File: src/rtl/fetch_unit.sv
// fetch_unit: reads 32-bit words from the shared RAM over a req/ack handshake,
// splits each word into two 16-bit instructions and queues them, each tagged
// with its own PC, in a small halfword prefetch FIFO feeding the decoder.
module fetch_unit #(
  parameter logic [31:0] RESET_PC = 32'h0000_0000,
  parameter int          DEPTH    = 4
) (
  input  logic        i_clk,
  input  logic        i_rst,
  input  logic        i_redirect,
  input  logic [31:0] i_redirect_pc,
  output logic        o_mem_req,
  output logic [31:0] o_mem_addr,
  input  logic        i_mem_ack,
  input  logic [31:0] i_mem_data,
  output logic [15:0] o_ir,
  output logic [31:0] o_ir_pc,
  output logic        o_ir_valid,
  input  logic        i_ir_ready
);

  localparam int AW = $clog2(DEPTH);
  localparam int CW = AW + 1;
  localparam logic [31:0] START_PC = RESET_PC & ~32'd1;

  typedef enum logic {S_FETCH, S_DISCARD} state_t;

  state_t          r_state;
  logic [31:0]     r_fetch_pc;
  logic            r_req;
  logic [31:0]     r_addr;
  logic [CW-1:0]   r_count;
  logic [AW-1:0]   r_rd_ptr;
  logic [AW-1:0]   r_wr_ptr;
  logic [15:0]     r_data [DEPTH];
  logic [31:0]     r_hpc  [DEPTH];

  state_t          w_state_nxt;
  logic [31:0]     w_pc_nxt;
  logic            w_ack;
  logic            w_hold;
  logic            w_pop;
  logic            w_push;
  logic            w_push2;
  logic [CW-1:0]   w_push_cnt;
  logic [CW-1:0]   w_count_nxt;
  logic [CW-1:0]   w_free;
  logic [CW-1:0]   w_need;
  logic            w_req_nxt;
  logic [31:0]     w_addr_nxt;
  logic [AW-1:0]   w_wr_next1;
  logic [AW-1:0]   w_wr_step;

  // Handshake decode, FIFO occupancy and the next request decision.
  always_comb begin
    w_ack       = r_req & i_mem_ack;
    w_hold      = r_req & ~i_mem_ack;
    w_pop       = (r_count != '0) & i_ir_ready;
    w_push      = (r_state == S_FETCH) & w_ack & ~i_redirect;
    w_push2     = w_push & ~r_fetch_pc[1];
    w_push_cnt  = w_push2 ? CW'(2) : (w_push ? CW'(1) : CW'(0));
    w_count_nxt = i_redirect ? '0 : (r_count + w_push_cnt - CW'(w_pop));
    w_free      = CW'(DEPTH) - w_count_nxt;
    // An odd-halfword start only pushes the upper half, so one slot suffices.
    w_need      = w_pc_nxt[1] ? CW'(1) : CW'(2);
    // Space is reserved against the post-update count, so an ack can never overflow.
    w_req_nxt   = w_hold | ((w_state_nxt == S_FETCH) & (w_free >= w_need));
    w_addr_nxt  = w_hold ? r_addr : {w_pc_nxt[31:2], 2'b00};
    w_wr_next1  = r_wr_ptr + AW'(1);
    w_wr_step   = w_push2 ? AW'(2) : AW'(1);
  end

  // Next-state and next fetch PC; a redirect under an outstanding read must
  // wait for that read's ack before the new stream may start.
  always_comb begin
    w_state_nxt = r_state;
    w_pc_nxt    = r_fetch_pc;
    case (r_state)
      S_FETCH: begin
        if (i_redirect) begin
          w_pc_nxt = i_redirect_pc & ~32'd1;
          if (w_hold) w_state_nxt = S_DISCARD;
        end else if (w_ack) begin
          w_pc_nxt = {r_fetch_pc[31:2] + 30'd1, 2'b00};
        end
      end
      S_DISCARD: begin
        if (i_redirect) w_pc_nxt = i_redirect_pc & ~32'd1;
        if (w_ack)      w_state_nxt = S_FETCH;
      end
      default: w_state_nxt = S_FETCH;
    endcase
  end

  // Control state: FSM, fetch PC, bus request and FIFO pointers.
  always_ff @(posedge i_clk or negedge i_rst) begin
    if (!i_rst) begin
      r_state    <= S_FETCH;
      r_fetch_pc <= START_PC;
      r_req      <= 1'b0;
      r_addr     <= {RESET_PC[31:2], 2'b00};
      r_count    <= '0;
      r_rd_ptr   <= '0;
      r_wr_ptr   <= '0;
    end else begin
      r_state    <= w_state_nxt;
      r_fetch_pc <= w_pc_nxt;
      r_req      <= w_req_nxt;
      r_addr     <= w_addr_nxt;
      r_count    <= w_count_nxt;
      if (i_redirect) begin
        r_rd_ptr <= '0;
        r_wr_ptr <= '0;
      end else begin
        if (w_pop)  r_rd_ptr <= r_rd_ptr + AW'(1);
        if (w_push) r_wr_ptr <= r_wr_ptr + w_wr_step;
      end
    end
  end

  // FIFO storage: one or two halfwords per accepted word, each with its PC.
  always_ff @(posedge i_clk or negedge i_rst) begin
    if (!i_rst) begin
      for (int i = 0; i < DEPTH; i++) begin
        r_data[i] <= '0;
        r_hpc[i]  <= '0;
      end
    end else if (w_push) begin
      if (w_push2) begin
        r_data[r_wr_ptr]   <= i_mem_data[15:0];
        r_hpc[r_wr_ptr]    <= {r_fetch_pc[31:2], 2'b00};
        r_data[w_wr_next1] <= i_mem_data[31:16];
        r_hpc[w_wr_next1]  <= {r_fetch_pc[31:2], 2'b10};
      end else begin
        r_data[r_wr_ptr]   <= i_mem_data[31:16];
        r_hpc[r_wr_ptr]    <= {r_fetch_pc[31:2], 2'b10};
      end
    end
  end

  assign o_mem_req  = r_req;
  assign o_mem_addr = r_addr;
  assign o_ir_valid = (r_count != '0);
  assign o_ir       = r_data[r_rd_ptr];
  assign o_ir_pc    = r_hpc[r_rd_ptr];

endmodule

File: config.mk
export PLATFORM = sky130hd
export DESIGN_NAME = fetch_unit
export DESIGN_NICKNAME = d
export VERILOG_FILES = /design/src/rtl/fetch_unit.sv
export SDC_FILE = /design/constraint.sdc
export NUM_CORES = 1
export LEC_CHECK = 0
export CORE_ASPECT_RATIO = 1.4
export CORE_MARGIN = 2
export CORE_UTILIZATION = 30
export CTS_CLUSTER_DIAMETER = 60
export DETAILED_ROUTE_END_ITERATION = 16
export SLEW_MARGIN = 20
export SYNTH_ARGS = -nofsm -noshare
export SYNTH_HDL_FRONTEND = slang
export SYNTH_SLANG_ARGS = --single-unit
File: constraint.sdc
create_clock -name i_clk -period 5.89 [get_ports i_clk]
set_input_delay 1.178 -clock i_clk [delete_from_list [all_inputs] [get_ports i_clk]]
set_output_delay 1.178 -clock i_clk [all_outputs]
set_load 0.01 [all_outputs]
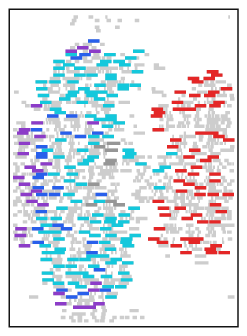
run_1/ff_map.png
- `o_mem_addr`: purple (placed flops 30)
- `r_fetch_pc`: blue (placed flops 31)
- `r_data`: red (placed flops 64)
- `r_hpc`: cyan (placed flops 128)
- not coloured: 9

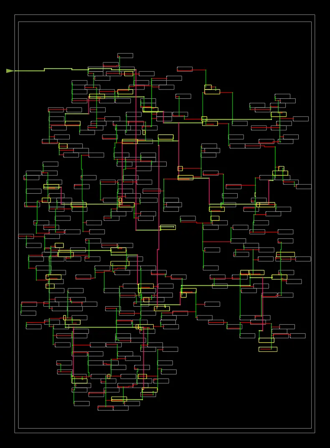
run_1/clock_nets.png
count of clock buffers in the final design: 45
final setup skew: 10.2 ps
CTS Buf Count: 31
latest clock arrival within the worst-skew pair: 570 ps

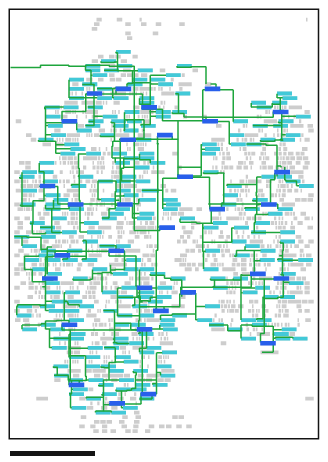
run_1/clock_wires.png
Bar = 50 um.
- flip-flops: cyan (count 262)
- clock wires: green (length 3770 um)
- clock-net drivers: blue (count 31)
- routed clock nets: 32

==> impl_metrics.env, run 1 <==
# flow metrics
export IMPL_grt_antenna_before_repair=0
export IMPL_final_layout_size_suffix_gt1_share_pct=15.1
export IMPL_routed_wirelength_um=39400
export IMPL_numSynthFlops=262
export IMPL_grt_start_max_net_pins=119
export IMPL_syn_instance_count=1298
export IMPL_post_synth_top_count_cell="dfrtp_1"
export IMPL_numClockSinks=262
export IMPL_final_critical_path_setup_slack_ps=1610
export IMPL_cell_at_the_root_of_the_clock_tree="clkbuf_16"
export IMPL_fill_cells=4355
export IMPL_largest_cells_by_area="dfrtp_1, mux4_2, nand2_1, mux2_2, a21oi_1"
export IMPL_cts_resized=0
export IMPL_synthDominantAreaCellType="dfrtp_1"
export IMPL_critPathMaxFanout=44
export IMPL_peakVddDrop_v=0.000210
export IMPL_internal_power_w=0.00523
export IMPL_floorplan_die_height_um=252
export IMPL_critPathArrivalTime_ps=3100
export IMPL_synth_edff_count=0
export IMPL_area_growth_syn_to_layout_pct=23.0
export IMPL_ioPinCount=151
export IMPL_netlist_area_um2=13200
export IMPL_dp_slack_ps=1340
export IMPL_gp_congestion=0.786
export IMPL_row_count=90
export IMPL_yosys_top_cells_count="dfrtp_1, nand2_1, nor2_1"
export IMPL_die_x_um=181
export IMPL_final_net_count=1474
export IMPL_vias_in_the_first_global_route=10700
export IMPL_regArea_um2=6560
export IMPL_globalRouteOverflowTotal=0
export IMPL_power_density_normalized_to_cell_area_nw_per_um2=480
export IMPL_final_min_period_over_clock_period_pct=72.6
export IMPL_slew_viol_final=0
export IMPL_cellLeakagePower_nw=6.89
export IMPL_worstMarginPinSlew_ps=1040
export IMPL_synth_cell_types=58
export IMPL_critPathKind="reg -> out"
export IMPL_cts_htree_levels=1
export IMPL_detail_route_wl_per_cell_um=20.0
export IMPL_timing_critical_path_from_type="flop"
export IMPL_ys_async_sr_fraction_pct=100
export IMPL_io_buffers=147
export IMPL_dp_final_hpwl_um=24600
export IMPL_clkTransAtPathRegs_ps=60
export IMPL_post_cts_buffers=0
export IMPL_power_net_switching_w=0.00254
export IMPL_synth_seq_area_share_pct=49.8
export IMPL_syn_avg_cell_area_um2=10.1
export IMPL_vias_per_cell=5.28
export IMPL_grt_total_usage_pct=17.3
export IMPL_cts_tree="yes"
export IMPL_drt_first_pass_iters=5
export IMPL_via_count=10400
export IMPL_initialDrtViolationCount=1020
export IMPL_core_region_area_um2=43200
export IMPL_pwr_share_comb_pct=35.4
export IMPL_chip_area_um2=45600
export IMPL_seq_power_share_pct=39.1
export IMPL_warning_count=34
export IMPL_unrepaired_setup_endpoints_after_global_routing="no"
export IMPL_finalHoldViolCount=0
export IMPL_synth_yosys_num_cells=1298
export IMPL_core_util_floorplan_pct=30.4
export IMPL_relative_slew_slack_pct=30.8
export IMPL_switching_share_pct=32.7
export IMPL_worstPathRequired_ps=4710
export IMPL_final_setup_viol_count=0
export IMPL_ys_flop_type="dfrtp_1"
export IMPL_drcViolationCount=0
export IMPL_yosys_area_um2=13200
export IMPL_worstHoldPathType="reg -> reg"
export IMPL_route_antenna_remaining_nets=0
export IMPL_worstSetupEndpointType="output pin"
export IMPL_run_status="finished clean"
export IMPL_max_freq_ghz=0.234
export IMPL_share_clk_of_total_power_pct=25.5
export IMPL_clockBufferDepth=3
export IMPL_setup_total_negative_slack_ps=0
export IMPL_grt_pass1_wl_um=62200
export IMPL_maxCapViolCount=0
export IMPL_finalCriticalPeriod_ps=4280
export IMPL_synth_largest_type_area_fraction_pct=49.8
export IMPL_area_combinational_um2=6110
export IMPL_num_antenna_cells=0
export IMPL_holdBufCountCts=0
run 1: worst max-delay path, cell delays in order, from the launching register on:
cell             delay, ps
dfrtp_4               1120
buf_4                  350
mux4_2                 550
clkdlybuf4s50_1        500
run 1: layout make-up:
class	count	share of cell area, %
timing repair buffer	170	10.2
sequential	262	40.5
clock inverter	10	0.920
clock buffer	45	5.61
tap	552	4.27
inverter	30	0.696
multi-input combinational	897	37.7
run 1: kinds of logic (layout without fill, tap and decap cells):
| group | Yosys count | count (layout) | synth area share, % |
|---|---|---|---|
| AND/OR/NAND/NOR | 457 | 457 | 15.1 |
| adder cells (fa/ha/maj) | 13 | 13 | 1.29 |
| other | 1 | 2 | 0.0285 |
| XOR/XNOR | 27 | 27 | 1.80 |
| flip-flops | 262 | 262 | 49.8 |
| buffers and inverters | 140 | 255 | 4.29 |
| AND-OR/OR-AND | 265 | 265 | 12.3 |
| multiplexers | 133 | 133 | 15.4 |
run 1: per-layer routing:
layer  global-route usage, %  vias up  routed length, um
met5                       0        -                  0
met4                    5.95        0               1060
met3                    2.55       60               2690
met2                    29.2      419              19100
met1                    22.7     5157              16600
li1                        -     4743                  -
run 1: power groups by stage:
stage | Sequential (W) | Clock, W | Combinational [W]
floorplan | 0.00280 | 0 | 0.00175
global placement | 0.00302 | 0 | 0.00274
detailed placement | 0.00306 | 0 | 0.00279
CTS | 0.00304 | 0.00203 | 0.00280
global route | 0.00314 | 0.00211 | 0.00301
finish | 0.00304 | 0.00198 | 0.00275
run 1: layout by cell type (no fill, tap or decap), types with 3 or more instances in the layout:
cell type and count:
clkdlybuf4s50_1 145, bufinv_16 3, ha_1 12, a22oi_1 32
and3_1 5, nor2b_1 6, a21oi_1 112, mux2_2 71
or3_1 4, nand2_1 231, o22ai_1 33, o21ai_0 35
inv_1 29, clkbuf_8 8, xor2_1 10, clkbuf_1 6
nand2b_1 3, dfrtp_1 260, xnor2_1 17, nand3_1 13
nor2_1 139, buf_4 22, nor4_1 9, mux2i_1 13
nor3_1 9, o31ai_1 5, clkbuf_16 31, a22o_1 32
nor3_2 3, inv_6 3, mux4_2 48, and2_1 5
nand4_1 11
run 1: through the flow:
step	instances	util [%]	power, W	hold WS, ps	cell area (um^2)
finish	1966	37.4	0.00777	474	16200
global route	1966	37.4	0.00825	493	16200
CTS	1966	37.4	0.00787	477	16200
detailed placement	1911	35.0	0.00585	462	15100
global placement	1911	35.0	0.00576	454	15100
floorplan	1299	-	0.00455	441	13200
run 1: path summary, 6_finish.rpt:
kind,start,endpoint,slack (ps),cells past startpoint
max reg2reg,r_fetch_pc[1],o_mem_req,2400,11
min reg2reg,r_hpc[4],r_hpc[4],470,2
min,r_hpc[4],r_hpc[4],470,2
max,r_rd_ptr[0],o_ir_pc[5],1610,3
max in group asynchronous,i_rst,r_hpc[89],4070,2
min in group asynchronous,i_rst,r_data[20],660,1
run 1: flip-flops by register name, indices dropped and copies added (netlist names):
| register | count |
|---|---|
| o_mem_addr | 30 |
| r_hpc | 128 |
| o_mem_req | 1 |
| r_wr_ptr | 2 |
| r_rd_ptr | 2 |
| r_state | 1 |
| r_fetch_pc | 31 |
| r_count | 3 |
| r_data | 64 |
## Run 2: what changed since run 1
==> constraint.sdc (replaced) <==
create_clock -name i_clk -period 3.89 [get_ports i_clk]
set_input_delay 0.778 -clock i_clk [delete_from_list [all_inputs] [get_ports i_clk]]
set_output_delay 0.778 -clock i_clk [all_outputs]
set_load 0.01 [all_outputs]
==> impl_metrics.env, run 2 <==
# flow metrics
export IMPL_largest_reg_flops=128
export IMPL_worstPathRequired_ps=3110
export IMPL_via_count=10300
export IMPL_setup_worst_path_end="o_ir_pc[14]"
export IMPL_row_count=90
export IMPL_final_layout_size_suffix_gt1_share_pct=16.1
export IMPL_grt_antenna_before_repair=0
export IMPL_crit_reg2reg_capture="o_mem_req"
export IMPL_yosys_area_um2=13200
export IMPL_max_flop_register="r_hpc"
export IMPL_setup_total_negative_slack_ps=0
export IMPL_io_buffers=147
export IMPL_initialDrtViolationCount=715
export IMPL_dp_final_hpwl_um=25000
export IMPL_yosys_top_cells_count="dfrtp_1, nand2_1, nor2_1"
export IMPL_finalHoldViolCount=0
export IMPL_final_min_period_over_clock_period_pct=91.3
export IMPL_peakVddDrop_v=0.000349
export IMPL_vias_per_cell=5.21
export IMPL_post_synth_top_count_cell="dfrtp_1"
export IMPL_regToRegSetupSlack_ps=750
export IMPL_timing_critical_path_from_type="flop"
export IMPL_run_status="finished clean"
export IMPL_post_cts_buffers=0
export IMPL_synth_edff_count=0
export IMPL_synthDominantAreaCellType="dfrtp_1"
export IMPL_grt_start_max_net_pins=89
export IMPL_gp_congestion=0.793
export IMPL_netlist_area_um2=13200
export IMPL_synth_yosys_num_cells=1298
export IMPL_core_util_floorplan_pct=30.4
export IMPL_die_x_um=181
export IMPL_ys_async_sr_fraction_pct=100
export IMPL_cts_htree_levels=1
export IMPL_maxCapViolCount=0
export IMPL_finalClockSkew_ps=17.3
export IMPL_cts_buffers=29
export IMPL_power_density_normalized_to_cell_area_nw_per_um2=710
export IMPL_final_common_cell="dfrtp_1"
export IMPL_numSynthFlops=262
export IMPL_cts_tree="yes"
export IMPL_clkTransAtPathRegs_ps=60
export IMPL_cellLeakagePower_nw=6.95
export IMPL_setup_worst_path_start="r_rd_ptr[0]"
export IMPL_ys_flop_type="dfrtp_1"
export IMPL_synth_cell_types=58
export IMPL_critPathKind="reg -> out"
export IMPL_max_freq_ghz=0.281
export IMPL_largest_cells_by_area="dfrtp_1, mux4_2, nand2_1, mux2_2, a21oi_1"
export IMPL_finalCoreUtilization_pct=37.6
export IMPL_top_regs="r_hpc x128, r_data x64, r_fetch_pc x31"
export IMPL_finalCriticalPeriod_ps=3550
export IMPL_syn_avg_cell_area_um2=10.1
export IMPL_core_region_area_um2=43200
export IMPL_floorplan_die_height_um=252
export IMPL_r2r_cells=12
export IMPL_clockBufferDepth=3
export IMPL_critPathMaxFanout=26
export IMPL_relative_slew_slack_pct=36.4
export IMPL_cell_at_the_root_of_the_clock_tree="clkbuf_16"
export IMPL_drcViolationCount=0
export IMPL_dpl_cell_count=1929
export IMPL_detail_route_wl_per_cell_um=19.7
export IMPL_synth_largest_type_area_fraction_pct=49.8
export IMPL_cts_resized=0
export IMPL_routed_wirelength_um=39000
export IMPL_insertion_delay_ps=580
export IMPL_syn_instance_count=1298
export IMPL_worstHoldPathType="in -> async"
export IMPL_unrepaired_setup_endpoints_after_global_routing="no"
export IMPL_worstMarginPinSlew_ps=954
export IMPL_drt_first_pass_iters=5
export IMPL_area_growth_syn_to_layout_pct=23.5
export IMPL_chip_area_um2=45600
export IMPL_numClockSinks=262
export IMPL_slew_viol_final=0
export IMPL_num_antenna_cells=0
export IMPL_final_net_count=1490
export IMPL_grt_total_usage_pct=17.1
export IMPL_ioPinCount=151
export IMPL_warning_count=30
export IMPL_synth_seq_area_share_pct=49.8
export IMPL_lay_top_cells="dfrtp_1, nand2_1, clkdlybuf4s50_1"
export IMPL_route_antenna_remaining_nets=0
export IMPL_final_instance_count_excl_fill=1983
export IMPL_final_setup_viol_count=0
export IMPL_grt_pass1_wl_um=61300
export IMPL_holdBufCountCts=0
export IMPL_regToRegStartpoint="r_count[1]"
==> run 2: cell counts after synthesis <==
No cell type changed its count.
==> run 2: critical path, cell delays in order (launching register included) <==
cell and delay, ps:
dfrtp_4 860, buf_4 290, mux4_2 540, clkdlybuf4s50_1 500
==> run 2: layout make-up <==
type / instances / area (um^2)
Tap cell: 552 / 691
Fill cell: 4317 / 27000
Sequential cell: 262 / 6560
Inverter: 30 / 113
Clock buffer: 41 / 831
Timing Repair Buffer: 188 / 1840
Multi-Input combinational cell: 897 / 6110
Clock inverter: 13 / 109
==> run 2: cells by family after synthesis <==
group                      synth area share, %
and+or+nand+nor                           15.1
AOI/OAI and AO/OA                         12.3
DFF                                       49.8
buffers and inverters                     4.29
muxes                                     15.4
xor gates and xnor gates                  1.80
adders and majority gates                 1.29
other                                   0.0285
==> run 2: power breakdown <==
group	leakage, nW	internal, W	switching (W)
clock network	0.463	0.00151	0.00120
logic	3.28	0.00238	0.00197
registers	3.21	0.00379	0.000692
total	6.95	0.00768	0.00386
==> run 2: how the worst min path moves through the flow <==
stage,from,endpoint,slack [ps],depth (start not counted)
2_1_floorplan,r_hpc[95],r_hpc[95],440,2
3_3_place_gp,r_hpc[18],r_hpc[18],450,2
3_5_place_dp,r_hpc[24],r_hpc[24],460,2
4_1_cts,i_rst,r_data[49],260,1
5_1_grt,i_rst,r_data[1],270,1
6_report,i_rst,r_data[51],230,1
==> run 2: metal layers <==
metal	share of wire [%]	track usage, %
met5	0	0
met4	2.1	4.90
met3	5.8	2.45
met2	50	29.8
met1	42	22.0
==> run 2: metrics by stage <==
step	setup slack (ps)	hold WS, ps	instance area (um^2)	total power [W]
2_1_floorplan	54.9	441	13200	0.00689
3_3_place_gp	51.4	454	15300	0.00880
3_5_place_dp	67.3	461	15300	0.00893
4_1_cts	262	263	16300	0.0117
5_1_grt	215	275	16300	0.0123
6_report	337	229	16300	0.0115
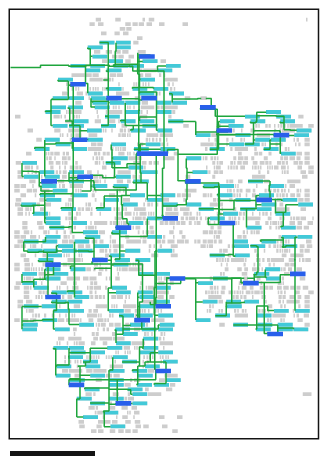
run_2/clock_wires.png
Bar = 50 um.
- flip-flops: cyan (count 262)
- clock-net drivers: blue (count 29)
- clock wires: green (length 3710 um)
- flops lie: all over the die
- routed clock nets: 30

Power figures rest on the tool's default switching activity, not on a simulated workload.
